--- config.mk ---
export PLATFORM = sky130hd
export DESIGN_NAME = ad9648_spi_master_flat
export DESIGN_NICKNAME = d
export VERILOG_FILES = /design/src/rtl/ad9648_spi_master_pkg.sv /design/src/rtl/ad9648_spi_master_if.sv /design/src/rtl/ad9648_spi_master_clk_gen.sv /design/src/rtl/ad9648_spi_master.sv /design/src/flat_wrapper.sv
export SDC_FILE = /design/constraint.sdc
export NUM_CORES = 1
export LEC_CHECK = 0
export ABC_AREA = 1
export CAP_MARGIN = 20
export CORE_UTILIZATION = 53
export DETAILED_ROUTE_END_ITERATION = 16
export GPL_TIMING_DRIVEN = 1
export HOLD_SLACK_MARGIN = 0.15
export PLACE_DENSITY = 0.79
export REMOVE_ABC_BUFFERS = 1
export SLEW_MARGIN = 20
export SYNTH_ARGS = -nofsm -noshare
export SYNTH_HDL_FRONTEND = slang
export SYNTH_HIERARCHICAL = 1
export SYNTH_SLANG_ARGS = --single-unit
--- constraint.sdc ---
create_clock -name clk_i -period 1.96 [get_ports clk_i]
set_clock_uncertainty 0.15 [all_clocks]
set_input_delay 0.294 -clock clk_i [delete_from_list [all_inputs] [get_ports clk_i]]
set_output_delay 0.294 -clock clk_i [all_outputs]
set_load 0.005 [all_outputs]
--- src/rtl/ad9648_spi_master_pkg.sv ---
// rtl/ad9648_spi_master_pkg.sv - shared FSM states, default sizing and AD9648 register constants
package ad9648_spi_master_pkg;

    typedef enum logic [1:0] {
        ST_IDLE  = 2'd0,
        ST_SETUP = 2'd1,
        ST_SHIFT = 2'd2,
        ST_HOLD  = 2'd3
    } spi_state_e;

    localparam int DEF_TX_REG_WIDTH = 24;
    localparam int DEF_RX_REG_WIDTH = 8;
    localparam int DEF_CLK_DIV      = 4;
    localparam int DEF_CS_SETUP     = 2;
    localparam int DEF_CS_HOLD      = 2;

    // AD9648 instruction word: R/W, W1:W0 (single byte = 00), 13-bit address
    localparam int          AD_RW_BIT        = 23;
    localparam int          AD_INSTR_WIDTH   = 16;
    localparam logic [12:0] AD_ADDR_CHIP_ID  = 13'h001;
    localparam logic [12:0] AD_ADDR_TRANSFER = 13'h0FF;

    function automatic logic [15:0] ad_instr(input logic rd, input logic [12:0] addr);
        return {rd, 2'b00, addr};
    endfunction

endpackage

--- src/rtl/ad9648_spi_master_if.sv ---
// rtl/ad9648_spi_master_if.sv - register-access handshake between control_fsm and the SPI master
interface ad9648_spi_master_if
    import ad9648_spi_master_pkg::*;
#(
    parameter int TxRegWidth = DEF_TX_REG_WIDTH,
    parameter int RxRegWidth = DEF_RX_REG_WIDTH
);
    logic [TxRegWidth-1:0] tx_reg;
    logic                  transfer_start;
    logic [RxRegWidth-1:0] rx_reg;
    logic                  transfer_done;
    logic                  busy;

    modport master (
        output tx_reg, transfer_start,
        input  rx_reg, transfer_done, busy
    );

    modport slave (
        input  tx_reg, transfer_start,
        output rx_reg, transfer_done, busy
    );

endinterface

--- src/rtl/ad9648_spi_master_clk_gen.sv ---
// rtl/ad9648_spi_master_clk_gen.sv - SCLK divider with single-cycle rise/fall strobes
module ad9648_spi_master_clk_gen #(
    parameter int ClkDiv = 4
) (
    input  logic clk_i,
    input  logic rst_clk_n_i,
    input  logic en,
    output logic sclk,
    output logic rise_stb,
    output logic fall_stb
);
    localparam int CntW = (ClkDiv > 1) ? $clog2(ClkDiv) : 1;

    logic [CntW-1:0] div_cnt;
    logic            tick;

    // Strobes flag the clk_i cycle whose closing edge flips SCLK
    assign tick     = en && (div_cnt == CntW'(ClkDiv - 1));
    assign rise_stb = tick && !sclk;
    assign fall_stb = tick && sclk;

    always_ff @(posedge clk_i or negedge rst_clk_n_i) begin
        if (!rst_clk_n_i) begin
            div_cnt <= '0;
            sclk    <= 1'b0;
        end else if (!en) begin
            div_cnt <= '0;
            sclk    <= 1'b0;
        end else if (tick) begin
            div_cnt <= '0;
            sclk    <= ~sclk;
        end else begin
            div_cnt <= div_cnt + 1'b1;
        end
    end

endmodule

--- src/rtl/ad9648_spi_master.sv ---
// rtl/ad9648_spi_master.sv - 3-wire SPI master for AD9648 register reads and writes
module ad9648_spi_master
    import ad9648_spi_master_pkg::*;
#(
    parameter int TxRegWidth = DEF_TX_REG_WIDTH,
    parameter int RxRegWidth = DEF_RX_REG_WIDTH,
    parameter int ClkDiv     = DEF_CLK_DIV,
    parameter int CsSetup    = DEF_CS_SETUP,
    parameter int CsHold     = DEF_CS_HOLD
) (
    input  logic                clk_i,
    input  logic                rst_clk_n_i,
    ad9648_spi_master_if.slave  ctrl,
    output logic                spi_sclk_o,
    output logic                spi_csb_o,
    output logic                spi_sdio_o,
    output logic                spi_sdio_t_o,
    input  logic                spi_sdio_i
);
    localparam int InstrBits = TxRegWidth - RxRegWidth;
    localparam int BitW      = $clog2(TxRegWidth + 1);
    localparam int DlyMax    = (CsSetup > CsHold) ? CsSetup : CsHold;
    localparam int DlyW      = $clog2(DlyMax + 1);

    spi_state_e            state_q, state_d;
    logic [TxRegWidth-1:0] tx_shift_q;
    logic [RxRegWidth-1:0] rx_shift_q;
    logic [RxRegWidth-1:0] rx_reg_q;
    logic [BitW-1:0]       bit_cnt_q;
    logic [DlyW-1:0]       dly_cnt_q;
    logic                  is_read_q;
    logic                  turn_q;
    logic                  done_q;
    logic                  busy;
    logic                  rise_stb, fall_stb;
    logic                  start_ok, setup_last, hold_last, shift_last;

    ad9648_spi_master_clk_gen #(.ClkDiv(ClkDiv)) u_clk_gen (
        .clk_i       (clk_i),
        .rst_clk_n_i (rst_clk_n_i),
        .en          (state_q == ST_SHIFT),
        .sclk        (spi_sclk_o),
        .rise_stb    (rise_stb),
        .fall_stb    (fall_stb)
    );

    // A start coinciding with the done pulse is dropped, not queued
    assign start_ok   = ctrl.transfer_start && !done_q;
    assign setup_last = (dly_cnt_q == DlyW'(CsSetup - 1));
    assign hold_last  = (dly_cnt_q == DlyW'(CsHold - 1));
    assign shift_last = fall_stb && (bit_cnt_q == BitW'(TxRegWidth));

    always_ff @(posedge clk_i or negedge rst_clk_n_i) begin
        if (!rst_clk_n_i) state_q <= ST_IDLE;
        else              state_q <= state_d;
    end

    always_comb begin
        state_d = state_q;
        case (state_q)
            ST_IDLE:  if (start_ok)   state_d = ST_SETUP;
            ST_SETUP: if (setup_last) state_d = ST_SHIFT;
            ST_SHIFT: if (shift_last) state_d = ST_HOLD;
            ST_HOLD:  if (hold_last)  state_d = ST_IDLE;
            default:                  state_d = ST_IDLE;
        endcase
    end

    always_comb begin
        spi_csb_o    = (state_q == ST_IDLE);
        spi_sdio_t_o = (state_q == ST_IDLE) || turn_q;
        spi_sdio_o   = (state_q != ST_IDLE) && tx_shift_q[TxRegWidth-1];
        busy         = (state_q != ST_IDLE) || done_q;
    end

    assign ctrl.rx_reg        = rx_reg_q;
    assign ctrl.transfer_done = done_q;
    assign ctrl.busy          = busy;

    always_ff @(posedge clk_i or negedge rst_clk_n_i) begin
        if (!rst_clk_n_i) begin
            tx_shift_q <= '0;
            rx_shift_q <= '0;
            rx_reg_q   <= '0;
            bit_cnt_q  <= '0;
            dly_cnt_q  <= '0;
            is_read_q  <= 1'b0;
            turn_q     <= 1'b0;
            done_q     <= 1'b0;
        end else begin
            done_q <= (state_q == ST_HOLD) && hold_last;
            case (state_q)
                ST_IDLE: begin
                    if (start_ok) begin
                        tx_shift_q <= ctrl.tx_reg;
                        is_read_q  <= ctrl.tx_reg[TxRegWidth-1];
                        turn_q     <= 1'b0;
                        bit_cnt_q  <= '0;
                        dly_cnt_q  <= '0;
                    end
                end
                ST_SETUP: begin
                    dly_cnt_q <= setup_last ? '0 : dly_cnt_q + 1'b1;
                end
                ST_SHIFT: begin
                    // bit_cnt_q holds the number of rises seen so far
                    if (rise_stb) begin
                        bit_cnt_q <= bit_cnt_q + 1'b1;
                        if (is_read_q && (bit_cnt_q >= BitW'(InstrBits)))
                            rx_shift_q <= {rx_shift_q[RxRegWidth-2:0], spi_sdio_i};
                    end
                    if (fall_stb) begin
                        tx_shift_q <= tx_shift_q << 1;
                        if (is_read_q && (bit_cnt_q == BitW'(InstrBits)))
                            turn_q <= 1'b1;
                    end
                end
                ST_HOLD: begin
                    dly_cnt_q <= hold_last ? '0 : dly_cnt_q + 1'b1;
                    if (hold_last && is_read_q) rx_reg_q <= rx_shift_q;
                end
                default: ;
            endcase
        end
    end

endmodule

--- src/flat_wrapper.sv ---
// flat-port wrapper written by rule: the top's interface ports become plain ports
module ad9648_spi_master_flat import ad9648_spi_master_pkg::*;
#(
    parameter int TxRegWidth = DEF_TX_REG_WIDTH,
    parameter int RxRegWidth = DEF_RX_REG_WIDTH,
    parameter int ClkDiv     = DEF_CLK_DIV,
    parameter int CsSetup    = DEF_CS_SETUP,
    parameter int CsHold     = DEF_CS_HOLD
)
  (clk_i, rst_clk_n_i, spi_sclk_o, spi_csb_o, spi_sdio_o, spi_sdio_t_o, spi_sdio_i, ctrl_tx_reg, ctrl_transfer_start, ctrl_rx_reg, ctrl_transfer_done, ctrl_busy);
  ad9648_spi_master_if #(.TxRegWidth(TxRegWidth), .RxRegWidth(RxRegWidth)) ctrl_i ();
  input  logic clk_i;
  input  logic rst_clk_n_i;
  output logic spi_sclk_o;
  output logic spi_csb_o;
  output logic spi_sdio_o;
  output logic spi_sdio_t_o;
  input  logic spi_sdio_i;
  input wire logic [$bits(ctrl_i.tx_reg)-1:0] ctrl_tx_reg;
  input wire logic [$bits(ctrl_i.transfer_start)-1:0] ctrl_transfer_start;
  output wire logic [$bits(ctrl_i.rx_reg)-1:0] ctrl_rx_reg;
  output wire logic [$bits(ctrl_i.transfer_done)-1:0] ctrl_transfer_done;
  output wire logic [$bits(ctrl_i.busy)-1:0] ctrl_busy;
  assign ctrl_i.tx_reg = ctrl_tx_reg;
  assign ctrl_i.transfer_start = ctrl_transfer_start;
  assign ctrl_rx_reg = ctrl_i.rx_reg;
  assign ctrl_transfer_done = ctrl_i.transfer_done;
  assign ctrl_busy = ctrl_i.busy;
  ad9648_spi_master #(.TxRegWidth(TxRegWidth), .RxRegWidth(RxRegWidth), .ClkDiv(ClkDiv), .CsSetup(CsSetup), .CsHold(CsHold)) u_core (.clk_i(clk_i), .rst_clk_n_i(rst_clk_n_i), .ctrl(ctrl_i), .spi_sclk_o(spi_sclk_o), .spi_csb_o(spi_csb_o), .spi_sdio_o(spi_sdio_o), .spi_sdio_t_o(spi_sdio_t_o), .spi_sdio_i(spi_sdio_i));
endmodule
Figure 1. Register map, names as in the netlist.
Bar = 20 um. Other sequential cells in the stronger gray, the rest of the logic in the fainter gray.
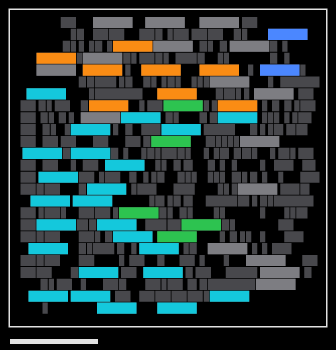
u_core/dly_cnt_q -> blue  # flops 2
u_core/bit_cnt_q -> green  # flops 5
u_core/rx_shift_q -> orange  # flops 8
u_core/tx_shift_q -> cyan  # flops 24

Figure 2. Wire density map.
Bar = 20 um. 14 x 14 tiles, from dark blue (low) to red (high), scaled to the fullest tile. Values are wire area over tile area, all layers added.
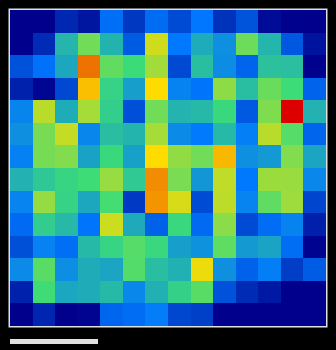
emptiest ninth of the die = south-east
nearly empty tiles = 9.2%
mean over tiles = 0.14
tiles over half the peak = 26%

==> results.json <==
{
  "endpoint": "ctrl_busy",
  "p_leak_nw": 1.52,
  "die-width_um": 72.2,
  "cts_resized": 5,
  "warnings": 30,
  "p_seq_share_pct": 38.8,
  "dp_hpwl_mm": 3.26,
  "instances_no_fill": 399,
  "row_count": 25,
  "post-synth-top-area-fraction_pct": 52.7,
  "cp_data_arrival_time_ns": 1.44,
  "hold_buffers": 1,
  "highest_layer": "met4",
  "ys_sh_simple_pct": 17.5,
  "final_cell_mix": "nand2_1, dfrtp_1, o21ai_0, clkdlybuf4s50_1, inv_1",
  "syn_inst": 286,
  "met3WireLength_um": 191,
  "drive_above_1_share_pct": 9.34,
  "ys_types": 20,
  "xor_share_pct": 0,
  "final.setup.tns_ns": 0,
  "crit_start": "u_core/state_q[0]$_DFFE_PN0P_",
  "wl_met1_mm": 2.13,
  "busiest_layer": "met2",
  "h-tree-depth": 2,
  "ys.warnings.count": 6,
  "area.growth.synth_to_final_pct": 25.1,
  "fmax_mhz": 532,
  "synth.avg_cell_area_um2": 9.13,
  "grt_pass1_vias": 1935,
  "grt_max_degree": 49,
  "async_reset_ff_share_pct": 100,
  "r2r-end": "u_core/tx_shift_q[15]$_DFFE_PN0P_",
  "finalHoldViolations": 0,
  "start_kind": "flip-flop",
  "power_sequential_mw": 1.68,
  "fin_crit_sh_pct": 95.9,
  "status": "finished clean",
  "power_leader": "combinational logic",
  "worstPathRequired_ns": 1.52,
  "route.met2.wl_mm": 2.41,
  "worst_r2r_path_depth": 9,
  "largest_reg_flops": 24,
  "via_count": 1982,
  "worst_pin_slew_ns": 0.441,
  "synthAoiAreaFrac_pct": 10.1,
  "relSlewSlack_pct": 70.5,
  "die_h_um": 72.2,
  "drc": 0,
  "topCombFamilyByArea": "simple AND/OR/NAND/NOR gates",
  "p_total_mw": 4.33,
  "clock-root-buffer": "clkbuf_8",
  "cts_sinks": 55,
  "peakVddDrop_uv": 677,
  "grt_use_met1_pct": 25.1,
  "period_needed_ns": 1.88,
  "ys_ff": 55,
  "antenna_found_initial": 0,
  "grt_usage_pct": 20.9,
  "fp-utilization_pct": 55.3,
  "critPathKind": "reg2out",
  "grt.met3_usage_pct": 5.14,
  "area_leaders": "dfrtp_1, nand2_1, o21ai_0, mux2i_1, ha_1",
  "tritoncts": "done",
  "endpoint_kind": "output pin",
  "hold_class": "in2async",
  "fillers": 383,
  "cellPowerDensity_mw_per_mm2": 1320,
  "wire_per_inst_um": 12.0,
  "globalplace.congestion": 0.740,
  "syn-cell-area_mm2": 0.00261,
  "wl_mm": 4.79,
  "reg2reg_from": "u_core/state_q[1]$_DFFE_PN0P_",
  "synth-adder-area-share_pct": 3.83,
  "drv_slew": 0,
  "p_comb_share_pct": 41.1,
  "p_int_mw": 2.80,
  "gr-total-overflow": 0,
  "cts_made_buffers": 5,
  "switching_share_pct": 35.4,
  "crit_fanout": 5,
  "ys_seq_share_pct": 52.7,
  "clock_path_buffers": 2,
  "mux_share_pct": 8.05,
  "edf_count": 0,
  "cts_post_setup_buffers_inserted": 1,
  "synthMostInstantiatedCell": "nand2_1",
  "dieArea_mm2": 0.00521,
  "cts.clk_slew.worst_paths_ns": 0.10,
  "ioPinCount": 42,
  "flop_area_mm2": 0.00138,
  "final_common_cell": "nand2_1",
  "first_pass_iters": 4,
  "layout.nets": 367,
  "dp_cells": 389,
  "clk_latency_ns": 0.31,
  "via_per_inst": 4.97,
  "grt_first_pass_wirelength_mm": 8.40,
  "ys_cells": 286,
  "switching_power_mw": 1.53,
  "core-area_mm2": 0.00472,
  "pg_comb_mw": 1.78,
  "use_met2_pct": 36.8,
  "ant_nets": 0,
  "yosysChipArea_mm2": 0.00261,
  "area.combinational_mm2": 0.00106,
  "common_cells": "nand2_1, dfrtp_1, o21ai_0, inv_1, mux2i_1",
  "cap_violations": 0,
  "top_area_cell": "dfrtp_1",
  "setup_viol": 0,
  "synthFlopType": "dfrtp_1",
  "drtIter0Drc": 111,
  "r2r_setup_slack_ns": 0.19,
  "n_antenna_cell": 0,
  "clkPwrFrac_pct": 20.1,
  "io_buffers": 41
}
Figure 3. I/O pins on the die edge.
Bar = 20 um. Pins as bars across the die edge, other pins in gray.
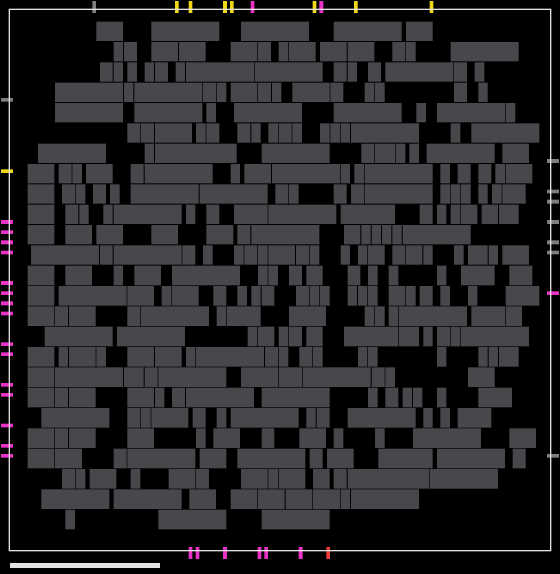
spi_sclk_o -> red  # pins 1, direction output, edge south
ctrl_tx_reg -> magenta  # pins 24, direction input, edge 15 west, 6 south, 2 north, 1 east
ctrl_rx_reg -> yellow  # pins 8, direction output, edge 7 north, 1 west

Figure 4. Clock nets.
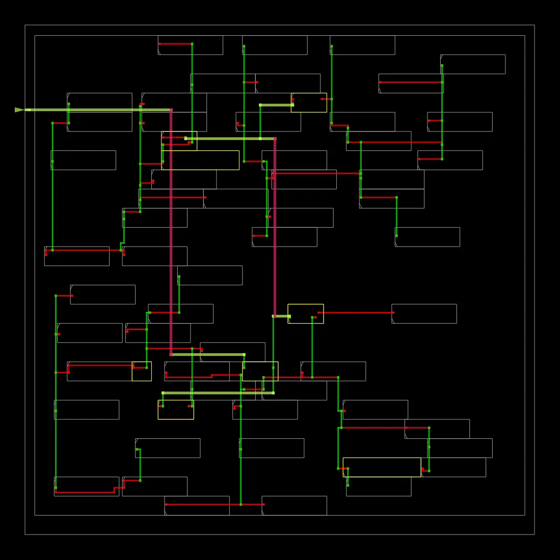
reported clock group power: 0.870 mW
Seq Cell Count: 55

[area by class of cell]
class	count	area share, %
sequential	55	42.1
multi-input combinational	192	32.3
timing repair buffer	50	15.7
inverter	27	3.18
tap	67	2.56
clock buffer	5	2.10
clock inverter	3	2.07
[critical path, cell delays in order (launching register included)]
cell and delay, ns:
dfrtp_1 0.40, inv_2 0.13, ha_4 0.16, buf_4 0.13, nand2_1 0.05, dlygate4sd2_1 0.25
[metrics by stage]
step | hold slack [ns] | utilization, % | worst slack, ns | cell area (um^2)
after floorplan | -0.152 | - | -0.876 | 2510
after global placement | 0.0849 | 65.5 | 0.128 | 3090
after detailed placement | 0.0857 | 65.5 | 0.0938 | 3090
after CTS | 0.281 | 68.7 | -0.000000666 | 3250
after global routing | 0.310 | 69.2 | -0.00921 | 3270
final | 0.279 | 69.2 | 0.0794 | 3270
Power and IR drop assume default switching activity.
